<file path="src/rtl/alu_seq.sv">
// Registered ALU with a start/done handshake. Optional shift-add multiplier when ALU_MUL_EN is defined.
// Latency: 1 cycle for single-cycle ops, WIDTH+1 cycles for mul.
// Backpressure: start is ignored while busy; nothing downstream can stall the result.
module alu_seq #(
  parameter  int WIDTH = 16,
  localparam int SHW   = $clog2(WIDTH)
) (
  input  logic             clock,
  input  logic             reset,
  input  logic             start,
  input  logic [3:0]       op,
  input  logic [WIDTH-1:0] a,
  input  logic [WIDTH-1:0] b,
  output logic             busy,
  output logic             done,
  output logic [WIDTH-1:0] result,
  output logic             zero,
  output logic             carry,
  output logic             overflow,
  output logic             illegal
);

  localparam logic [3:0] OP_ADD = 4'b0000;
  localparam logic [3:0] OP_SUB = 4'b0001;
  localparam logic [3:0] OP_SLT = 4'b0010;
  localparam logic [3:0] OP_SLL = 4'b0011;
  localparam logic [3:0] OP_SRL = 4'b0100;
  localparam logic [3:0] OP_AND = 4'b0101;
  localparam logic [3:0] OP_OR  = 4'b0110;
  localparam logic [3:0] OP_XOR = 4'b0111;
  localparam logic [3:0] OP_SRA = 4'b1000;

  logic [WIDTH:0]   sum;
  logic [WIDTH:0]   diff;
  logic [SHW-1:0]   shamt;
  logic [WIDTH-1:0] alu_res;
  logic             alu_c;
  logic             alu_v;
  logic             alu_ill;

  // Single-cycle datapath; mul is not decoded here, so it lands in default when the multiplier is absent.
  always_comb begin
    sum     = {1'b0, a} + {1'b0, b};
    diff    = {1'b0, a} - {1'b0, b};
    shamt   = b[SHW-1:0];
    alu_res = '0;
    alu_c   = 1'b0;
    alu_v   = 1'b0;
    alu_ill = 1'b0;
    case (op)
      OP_ADD: begin
        alu_res = sum[WIDTH-1:0];
        alu_c   = sum[WIDTH];
        alu_v   = (a[WIDTH-1] == b[WIDTH-1]) && (sum[WIDTH-1] != a[WIDTH-1]);
      end
      OP_SUB: begin
        alu_res = diff[WIDTH-1:0];
        alu_c   = diff[WIDTH];
        alu_v   = (a[WIDTH-1] != b[WIDTH-1]) && (diff[WIDTH-1] != a[WIDTH-1]);
      end
      OP_SLT:  alu_res[0] = ($signed(a) < $signed(b));
      OP_SLL:  alu_res = a << shamt;
      OP_SRL:  alu_res = a >> shamt;
      OP_AND:  alu_res = a & b;
      OP_OR:   alu_res = a | b;
      OP_XOR:  alu_res = a ^ b;
      OP_SRA:  alu_res = $signed(a) >>> shamt;
      default: alu_ill = 1'b1;
    endcase
  end

`ifdef ALU_MUL_EN
  localparam logic [3:0] OP_MUL = 4'b1001;

  typedef enum logic {IDLE, MUL} state_t;

  state_t           state;
  logic [SHW-1:0]   cnt;
  logic [WIDTH-1:0] mcand;
  logic [WIDTH-1:0] mplier;
  logic [WIDTH-1:0] acc;
  logic [WIDTH-1:0] acc_nxt;

  assign acc_nxt = acc + (mplier[0] ? mcand : '0);

  always_ff @(posedge clock) begin
    if (reset) begin
      state    <= IDLE;
      busy     <= 1'b0;
      done     <= 1'b0;
      result   <= '0;
      zero     <= 1'b0;
      carry    <= 1'b0;
      overflow <= 1'b0;
      illegal  <= 1'b0;
      cnt      <= '0;
      mcand    <= '0;
      mplier   <= '0;
      acc      <= '0;
    end else begin
      done <= 1'b0;
      case (state)
        IDLE: begin
          if (start) begin
            if (op == OP_MUL) begin
              mcand  <= a;
              mplier <= b;
              acc    <= '0;
              cnt    <= '0;
              busy   <= 1'b1;
              state  <= MUL;
            end else begin
              done     <= 1'b1;
              result   <= alu_res;
              zero     <= (alu_res == '0);
              carry    <= alu_c;
              overflow <= alu_v;
              illegal  <= alu_ill;
            end
          end
        end
        MUL: begin
          // One multiplier bit per cycle, LSB first; the last bit folds straight into result.
          acc    <= acc_nxt;
          mcand  <= mcand << 1;
          mplier <= mplier >> 1;
          cnt    <= cnt + 1'b1;
          if (cnt == SHW'(WIDTH - 1)) begin
            result   <= acc_nxt;
            zero     <= (acc_nxt == '0);
            carry    <= 1'b0;
            overflow <= 1'b0;
            illegal  <= 1'b0;
            done     <= 1'b1;
            busy     <= 1'b0;
            cnt      <= '0;
            state    <= IDLE;
          end
        end
        default: state <= IDLE;
      endcase
    end
  end
`else
  assign busy = 1'b0;

  always_ff @(posedge clock) begin
    if (reset) begin
      done     <= 1'b0;
      result   <= '0;
      zero     <= 1'b0;
      carry    <= 1'b0;
      overflow <= 1'b0;
      illegal  <= 1'b0;
    end else begin
      done <= start;
      if (start) begin
        result   <= alu_res;
        zero     <= (alu_res == '0);
        carry    <= alu_c;
        overflow <= alu_v;
        illegal  <= alu_ill;
      end
    end
  end
`endif

endmodule

</file>
<file path="config.mk">
export PLATFORM = sky130hd
export DESIGN_NAME = alu_seq
export DESIGN_NICKNAME = d
export VERILOG_FILES = /design/src/rtl/alu_seq.sv
export SDC_FILE = /design/constraint.sdc
export NUM_CORES = 1
export LEC_CHECK = 0
export ABC_CLOCK_PERIOD_IN_PS = 8500
export CAP_MARGIN = 15
export CORE_ASPECT_RATIO = 1.1
export CORE_MARGIN = 2
export CORE_UTILIZATION = 40
export CTS_CLUSTER_SIZE = 8
export DETAILED_ROUTE_END_ITERATION = 6
export GPL_ROUTABILITY_DRIVEN = 0
export GPL_TIMING_DRIVEN = 0
export PLACE_DENSITY_LB_ADDON = 0.05
export RECOVER_POWER = 100
export SLEW_MARGIN = 20
export SYNTH_ARGS = -nofsm -noshare
export SYNTH_HDL_FRONTEND = slang
export SYNTH_SLANG_ARGS = --single-unit
</file>
<file path="constraint.sdc">
create_clock -name clock -period 8.5 [get_ports clock]
set_input_delay 1.7 -clock clock [delete_from_list [all_inputs] [get_ports clock]]
set_output_delay 1.7 -clock clock [all_outputs]
set_load 0.01 [all_outputs]
</file>
Figure 1. Met3 routing.
Bar = 20 µm.
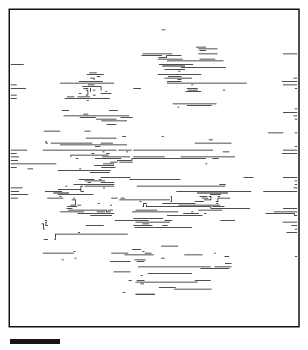
longest straight run	34.7 µm
wire length on this layer	1690 µm
detailed-route via count: 6235
grt met3 use: 2.04%

Figure 2. Routed clock nets over the placement.
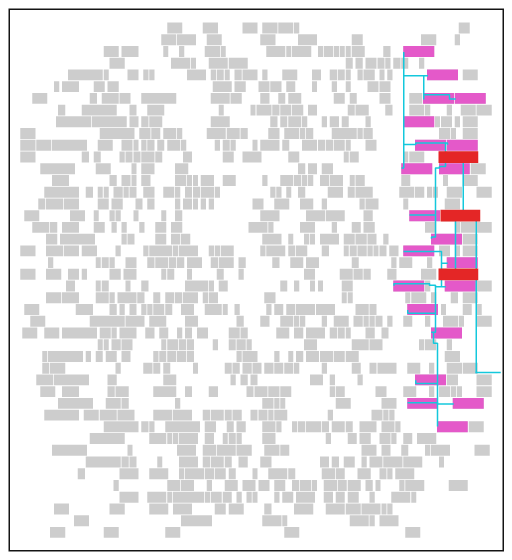
[red] clock-net drivers | count: 3
[cyan] clock wires | length: 279 µm
[magenta] flip-flops | count: 21
routed clock nets	4
Clock group: 0.0983 mW
clk_lat worst skew: 0.25 ns
clock share of power: 18.0%

Figure 3. Congestion heat map.
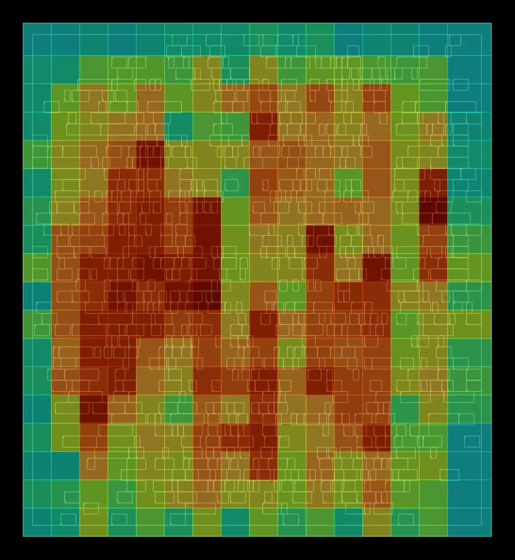
WL per Instance: 23.1 µm
Top Usage Layer GRT: met2

==> impl_metrics.yaml <==
# generated from flow reports
finish:
  clk_share_pct: 1.28
  num_antenna_cells: 0
  post-route-util_pct: 47.2
  largestClassByArea: "multi-input combinational cells"
  n_sequential_cell: 21
  inverters: 48
  largest_reg_flops: 16
  logic_gate_count: 582
  stdcell_count: 934
  bufAreaShareNonClock_pct: 13.7
  n_all_buffers: 118
  comb_area_share_pct: 72.1
routing:
  dr_wl_met2_mm: 9.99
  drtAntennaViolNets: 0
  initialDrtViolationCount: 666
  dr.max_layer_used: "met4"
  viasPerCell: 6.68
critical_path:
  r2r-end: "result[0]"
  path_cells: "dlygate4sd3_1 -> clkbuf_1 -> clkbuf_1 -> clkbuf_1 -> inv_1 -> fa_1 -> nor2b_1 -> o311a_1 -> o211ai_2 -> nor2_1 -> o311ai_2 -> a22oi_1 -> a221o_1 -> a211oi_1 -> a211oi_1"
  r2r_slack_ns: 7.79
  worstRegToRegCells: 3
  max_stage_delay_ns: 0.61
  startpoint: "b[1]"
  arrival_ns: 7.00
  start_kind: "input port"
  path_common_cell: "clkbuf_1"
  worst-path-max-fanout: 10
  path_class: "in -> reg"
  worst-path-stages: 15
placement:
  dp_cells: 930
  place_area_um2: 6110
  dp_hpwl_mm: 17.4
die:
  die_w_um: 114
  core_util_floorplan_pct: 40.8
  ios: 61
  die_h_um: 125
clock_tree:
  cts_hold_buf: 0
  cts_buffers: 3
  clockBufferDepth: 2
  postCtsSetupBuffers: 0
  path_clk_slew_ns: 0.05
global_routing:
  grt-ovfl-total: 0
  use_met1_pct: 39.4
  grtUsageTotal_pct: 29.4
  use_met2_pct: 49.3
  grt_max_degree: 14
  antenna_found_initial: 0
logic_synthesis:
  synth_cell_types: 79
  synthTopCellsByCount: "83 x nor2_1, 54 x ha_1, 44 x inv_1"
  netlist.area_leader.share_pct: 12.6
  ys_sh_aoi_pct: 30.2
  area_leaders: "ha_1 13%, mux4_2 8.9%, dfxtp_1 7.9%"
  syn-num-nets: 807
  synthMuxAreaShare_pct: 16.7
  postSynthSeqShare_pct: 7.87
  netlist_area_um2: 5340
  ys_area_um2: 5340
  edf_count: 0
  ys.flop_type: "dfxtp_1"
  ys_cells: 712
  top_area_cell: "ha_1"
  synth_top_cell_by_count: "nor2_1"
  synth_flops: 21
power_and_ir_drop:
  pwr-share-seq_pct: 19.8
  ir_worst_vdd_mv: 0.0577
  design_power_total_mw: 0.546
  switching_share_pct: 44.9
  powerComb_mw: 0.339
  power.density_nw_per_um2: 88.3
  comb_power_share_pct: 62.2
  switchingPower_mw: 0.245
final_timing:
  min_period_ns: 6.88
  min_period_over_period_pct: 81.0
  fmax_ghz: 0.145
  tightest_slew_ns: 0.784
  hold_viol: 0
  tns_ns: 0
  setup_viol: 0
worst_hold_path:
  hold-path-endpoint: "overflow"
  hold_depth: 2
status:
  status: "complete, no violations"
Power figures rest on the tool's default switching activity, not on a simulated workload.
